--- config.mk ---
export PLATFORM = sky130hd
export DESIGN_NAME = my_processor_nios2_oci_trace_capture
export DESIGN_NICKNAME = d
export VERILOG_FILES = /design/src/rtl/my_processor_nios2_oci_trace_capture.sv
export SDC_FILE = /design/constraint.sdc
export NUM_CORES = 1
export LEC_CHECK = 0
export ABC_CLOCK_PERIOD_IN_PS = 5600
export CAP_MARGIN = 20
export CORE_MARGIN = 2
export CORE_UTILIZATION = 34
export DETAILED_ROUTE_END_ITERATION = 8
export HOLD_SLACK_MARGIN = 0.12
export PLACE_DENSITY_LB_ADDON = 0.12
export SYNTH_ARGS = -nofsm -noshare
export SYNTH_HDL_FRONTEND = slang
export SYNTH_SLANG_ARGS = --single-unit
export TNS_END_PERCENT = 10
--- constraint.sdc ---
create_clock -name clk -period 5.6 [get_ports clk]
set_clock_uncertainty 0.2 [all_clocks]
set_input_delay 1.12 -clock clk [delete_from_list [all_inputs] [get_ports clk]]
set_output_delay 1.12 -clock clk [all_outputs]
set_load 0.01 [all_outputs]
--- src/rtl/my_processor_nios2_oci_trace_capture.sv ---
// rtl/my_processor_nios2_oci_trace_capture.sv - OCI trace word unpacker with drain FIFO and flush control
module my_processor_nios2_oci_trace_capture #(
  parameter int FIELD_W      = 10,
  parameter int LANES        = 3,
  parameter int COUNT_W      = 4,
  parameter int DEPTH        = 16,
  parameter int DROP_ON_FULL = 0
) (
  input  logic                       clk,
  input  logic                       reset_n,
  input  logic [FIELD_W*LANES-1:0]   dct_buffer,
  input  logic [COUNT_W-1:0]         dct_count,
  input  logic                       dct_load,
  output logic                       dct_ready,
  input  logic                       test_ending,
  input  logic                       test_has_ended,
  output logic                       out_valid,
  input  logic                       out_ready,
  output logic [FIELD_W-1:0]         out_data,
  output logic [$clog2(DEPTH):0]     level,
  output logic [15:0]                overflow_cnt,
  output logic                       drained
);

  localparam int PW = $clog2(DEPTH);
  localparam int LW = PW + 1;
  localparam int SW = FIELD_W * LANES;
  localparam logic [COUNT_W-1:0] LANES_C = COUNT_W'(LANES);
  localparam logic [COUNT_W-1:0] CNT_ONE = COUNT_W'(1);
  localparam logic [LW-1:0]      DEPTH_C = LW'(DEPTH);
  localparam logic [LW-1:0]      LVL_ONE = LW'(1);
  localparam logic [PW-1:0]      PTR_ONE = PW'(1);

  typedef enum logic [1:0] {IDLE, UNPACK, FLUSH, DONE} state_t;

  state_t             state_q, state_d;
  logic [SW-1:0]      stage_q, stage_d;
  logic [COUNT_W-1:0] rem_q, rem_d;
  logic               flush_q, flush_d;
  logic               ready_q, ready_d;
  logic               valid_q, valid_d;
  logic               drained_q, drained_d;
  logic [PW-1:0]      wr_q, wr_d, rd_q, rd_d;
  logic [LW-1:0]      level_q, level_d;
  logic [15:0]        ovf_q, ovf_d;
  logic [FIELD_W-1:0] mem_q [DEPTH];
  logic               push, pop, full, take, advance;

  // Next-state: word capture, lane unpacking with stall/drop, flush sequencing, FIFO bookkeeping
  always_comb begin
    state_d = state_q;
    stage_d = stage_q;
    rem_d   = rem_q;
    flush_d = flush_q;
    wr_d    = wr_q;
    rd_d    = rd_q;
    level_d = level_q;
    ovf_d   = ovf_q;
    push    = 1'b0;
    advance = 1'b0;
    pop     = (level_q != '0) && out_ready;
    full    = (level_q == DEPTH_C);
    take    = dct_load && ready_q;

    case (state_q)
      IDLE: begin
        if (test_ending) flush_d = 1'b1;
        if (take && (dct_count != '0)) begin
          stage_d = dct_buffer;
          rem_d   = (dct_count > LANES_C) ? LANES_C : dct_count;
          state_d = UNPACK;
        end else if (test_ending) begin
          state_d = FLUSH;
        end
      end
      UNPACK: begin
        if (test_ending) flush_d = 1'b1;
        if (!full || pop) begin
          push    = 1'b1;
          advance = 1'b1;
        end else if (DROP_ON_FULL != 0) begin
          advance = 1'b1;
          if (ovf_q != 16'hFFFF) ovf_d = ovf_q + 16'd1;
        end
        if (advance) begin
          stage_d = stage_q >> FIELD_W;
          rem_d   = rem_q - CNT_ONE;
          if (rem_q == CNT_ONE) state_d = (flush_q || test_ending) ? FLUSH : IDLE;
        end
      end
      FLUSH: begin
        if (level_q == '0) state_d = DONE;
      end
      default: begin
        state_d = DONE;
      end
    endcase

    if (push) wr_d = wr_q + PTR_ONE;
    if (pop)  rd_d = rd_q + PTR_ONE;
    if (push && !pop)      level_d = level_q + LVL_ONE;
    else if (!push && pop) level_d = level_q - LVL_ONE;

    // Hard stop wins over everything and keeps the drop counter
    if (test_has_ended) begin
      state_d = DONE;
      stage_d = '0;
      rem_d   = '0;
      wr_d    = '0;
      rd_d    = '0;
      level_d = '0;
      push    = 1'b0;
    end

    ready_d   = (state_d == IDLE);
    drained_d = (state_d == DONE);
    valid_d   = (level_d != '0);
  end

  // Control and status registers
  always_ff @(posedge clk) begin
    if (!reset_n) begin
      state_q   <= IDLE;
      stage_q   <= '0;
      rem_q     <= '0;
      flush_q   <= 1'b0;
      ready_q   <= 1'b0;
      valid_q   <= 1'b0;
      drained_q <= 1'b0;
      wr_q      <= '0;
      rd_q      <= '0;
      level_q   <= '0;
      ovf_q     <= '0;
    end else begin
      state_q   <= state_d;
      stage_q   <= stage_d;
      rem_q     <= rem_d;
      flush_q   <= flush_d;
      ready_q   <= ready_d;
      valid_q   <= valid_d;
      drained_q <= drained_d;
      wr_q      <= wr_d;
      rd_q      <= rd_d;
      level_q   <= level_d;
      ovf_q     <= ovf_d;
    end
  end

  // FIFO storage; cleared on reset so the head reads zero afterwards
  always_ff @(posedge clk) begin
    if (!reset_n) begin
      for (int i = 0; i < DEPTH; i++) mem_q[i] <= '0;
    end else if (push) begin
      mem_q[wr_q] <= stage_q[FIELD_W-1:0];
    end
  end

  assign dct_ready    = ready_q;
  assign out_valid    = valid_q;
  assign out_data     = mem_q[rd_q];
  assign level        = level_q;
  assign overflow_cnt = ovf_q;
  assign drained      = drained_q;

endmodule

**Cells colored by class**

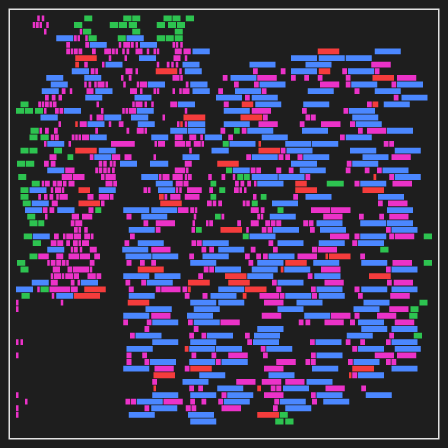
[red] clock drivers and dummy loads | cells: 48 | share of their area: 7.6%
[magenta] remaining logic cells | cells: 504 | share of their area: 34%
[green] remaining buffers and delay cells | cells: 75 | share of their area: 6.3%
[blue] registers | cells: 217 | share of their area: 52%

**Routed metal, one color a layer**

Bar = 50 um.
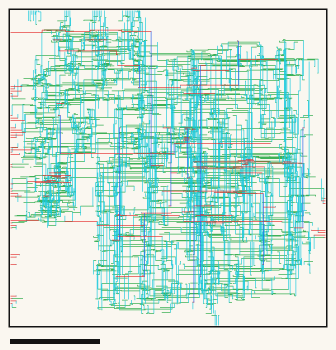
[green] M1 | wire length: 11,100 um
[blue] M4 | wire length: 573 um
[cyan] M2 | wire length: 12,500 um
[red] M3 | wire length: 1,120 um

==> reports/qor.csv <==
stage;metric;value;unit
clock_network;insertion delay to the later sink of the worst-skew pair;0.52;ns
clock_network;clock-pin transition on the worst setup and hold timing paths;0.05;ns
clock_network;CTS tree;done;
critical_path;Worst Setup Path Type;flop to output port;
power;share of total power in combinational logic;7.0;%
finish;area delta synth->final;17.6;%
finish;Plain + repair buffers;75;
placement;worst slack after detailed placement;0.903;ns
logic_synthesis;simple logic cell fraction of the synthesized area;18.6;%
critical_path;flop-to-flop setup slack;1.75;ns
critical_path;startpoint kind of the worst setup timing path;flop;
finish;# clk buffers;36;
power;ratio of total power to cell area;317;mW/mm^2
clock_network;Setup Fix Bufs, Post-CTS;0;
global_route;global route hottest layer;met2;
hold_path;worst hold endpoint;stage_q[23];
critical_path;number of cells on the worst reg-to-reg path;7;
clock_network;H-tree levels;1;
floorplanning;Chip Area;0.0310;sq mm
logic_synthesis;Yosys cell types;55;
global_route;via count of the first global-routing pass;6233;
sta;Sum Neg Setup Slack;0;ns
floorplanning;total number of placement rows;63;
sta;count of final setup violators;0;
logic_synthesis;number of standard cells after synthesis;772;
placement;HPWL reported at the end of detailed placement;16600;um
route;DRT Pass-1 Iters;4;
logic_synthesis;fraction of synthesized area in multiplexers;11.4;%
finish;clock network contribution to total cell area;7.24;%
power;sequential fraction of design power;48.5;%
global_route;pin count of the biggest net entering global routing;46;
finish;register with the most flip-flops;mem_q;
logic_synthesis;async set or reset register ratio after synthesis;0;%
route;metal2 WL;12500;um
sta;share of the clock period used by the worst path;81.7;%
critical_path;nature of the critical path endpoint;output port;
power;power in the clock group;0.00167;W
logic_synthesis;top_reg_cell synth;sky130_fd_sc_hd__edfxtp_1;
route;final wirelength;25300;um
critical_path;maximum fanout count along the critical path;24;
sta;final tally of max-slew violations;0;
route;top routing layer in use;met4;
power;power group with the highest consumption;registers;
floorplanning;count of pins on the block boundary;74;
finish;number of non-clock inverters;12;
clock_network;post-cts hold-fix buffer tally;0;
clock_network;cts repair resizes;0;
critical_path;most prevalent standard cell on the critical path;sky130_fd_sc_hd__mux4_2;
power;Internal Pwr Total;0.00292;W
route;met3 routed WL;1120;um
finish;combinational gate area;0.00380;sq mm
power;Lkg Pwr;4.17;nW
route;mean number of vias per cell;4.96;
global_route;wire length of the first global-routing pass;38200;um
critical_path;Reg-to-Reg End;mem_q[3][3];
logic_synthesis;cell total in the yosys stat output;772;
global_route;initial antenna violation count;1;
global_route;GRT Total Usage;16.5;%
clock_network;buffer depth of the longest clock path;3;
placement;Final GP Congestion;0.817;
critical_path;kind of cell adding the most delay to the critical path;multiplexers;
logic_synthesis;mean instance size in the synthesized netlist;13.1;sq um
logic_synthesis;top logic cell family in the synthesized netlist;simple AND/OR/NAND/NOR gates;
sta;headroom to the max-slew limit;30.5;%
sta;RSZ-0062 raised after global routing;false;
sta;final hold violation count;0;
route;antenna violation net count after detailed routing;0;
route;vias after detailed routing;6119;
logic_synthesis;aoi/oai-family share of the synthesized area;5.15;%
critical_path;library cell contributing the largest single delay on the critical path;sky130_fd_sc_hd__dfxtp_2;
logic_synthesis;warnings from Yosys;0;
floorplanning;number of well taps;390;
logic_synthesis;Netlist Area Pre-Place;0.0101;sq mm
placement;I/O Buffers;57;
finish;fill count;2747;
floorplanning;vertical die dimension;176;um
status;result of the run;finished clean;
sta;transition time at the pin with the least slew margin;1.04;ns
critical_path;required arrival time at the worst endpoint;4.28;ns
logic_synthesis;flop and latch count out of synthesis;217;
logic_synthesis;adder-cell share of the synthesized area;1.24;%
floorplanning;DIE WIDTH;176;um
clock_network;TritonCTS Buffers;26;
finish;non-clock buffer share of cell area;6.06;%
sta;Final Worst Setup Slack;1.03;ns
power;share of power burned in the clock network;44.4;%
hold_path;class of the tightest hold or removal check;flop to flop;
**Routed clock nets over the placement**

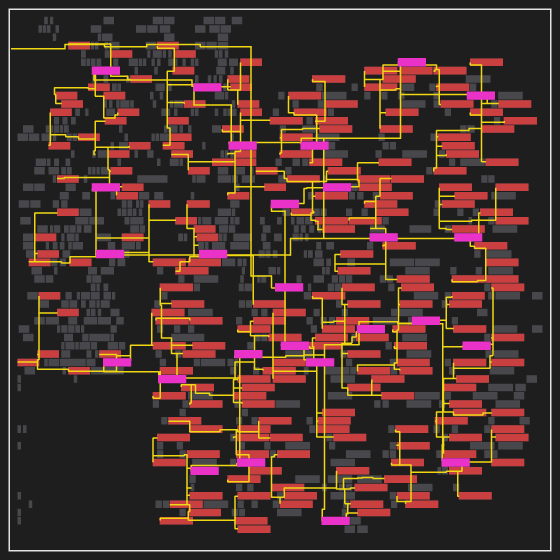
[magenta] clock-net drivers | count: 26
[red] flip-flops | count: 217
[yellow] clock wires | length: 2,900 um
flops lie: spread over the die

**Congestion heat map**

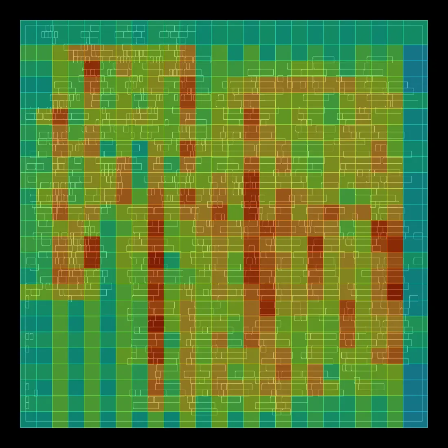
met3 Track Usage GR: 2.37%
global routing usage on met1: 22.0%
end-of-flow core utilization: 40.3%

==> cells in the final DEF, fill, tap and decap left out, drive strengths merged, types with 18 or more instances in the layout <==
master | Yosys | final
nor2 | 51 | 51
clkdlybuf4s50 | 0 | 57
dfxtp | 57 | 57
a311oi | 21 | 21
nand2 | 61 | 61
and2 | 163 | 163
o21ai | 18 | 18
edfxtp | 160 | 160
clkbuf | 32 | 36
mux4 | 50 | 50
buf | 34 | 18
==> cells in the mapped netlist, types with 4 or more instances <==
master,instances,share of area [%]
sky130_fd_sc_hd__and2_1,163,10
sky130_fd_sc_hd__mux4_2,50,11
sky130_fd_sc_hd__a311oi_1,21,1.8
sky130_fd_sc_hd__o21ai_0,18,0.89
sky130_fd_sc_hd__nor3_1,9,0.45
sky130_fd_sc_hd__inv_1,12,0.45
sky130_fd_sc_hd__xor2_1,5,0.43
sky130_fd_sc_hd__nor2_1,51,1.9
sky130_fd_sc_hd__clkbuf_2,4,0.20
sky130_fd_sc_hd__edfxtp_1,160,48
sky130_fd_sc_hd__nand2b_1,7,0.43
sky130_fd_sc_hd__nand3_1,14,0.70
sky130_fd_sc_hd__a21oi_1,16,0.79
sky130_fd_sc_hd__ha_1,10,1.2
sky130_fd_sc_hd__dfxtp_1,57,11
sky130_fd_sc_hd__nand2_1,60,2.2
sky130_fd_sc_hd__buf_1,4,0.15
sky130_fd_sc_hd__buf_4,17,1.3
sky130_fd_sc_hd__buf_2,10,0.50
sky130_fd_sc_hd__nor4_1,6,0.37
sky130_fd_sc_hd__clkbuf_1,28,1.0
==> metrics by stage <==
step / power (W) / hold WS, ns
3_3_place_gp: 0.00212 / 0.258
3_5_place_dp: 0.00213 / 0.262
2_1_floorplan: 0.00201 / 0.237
4_1_cts: 0.00380 / 0.271
5_1_grt: 0.00389 / 0.300
6_report: 0.00376 / 0.269
Power and IR drop assume default switching activity.
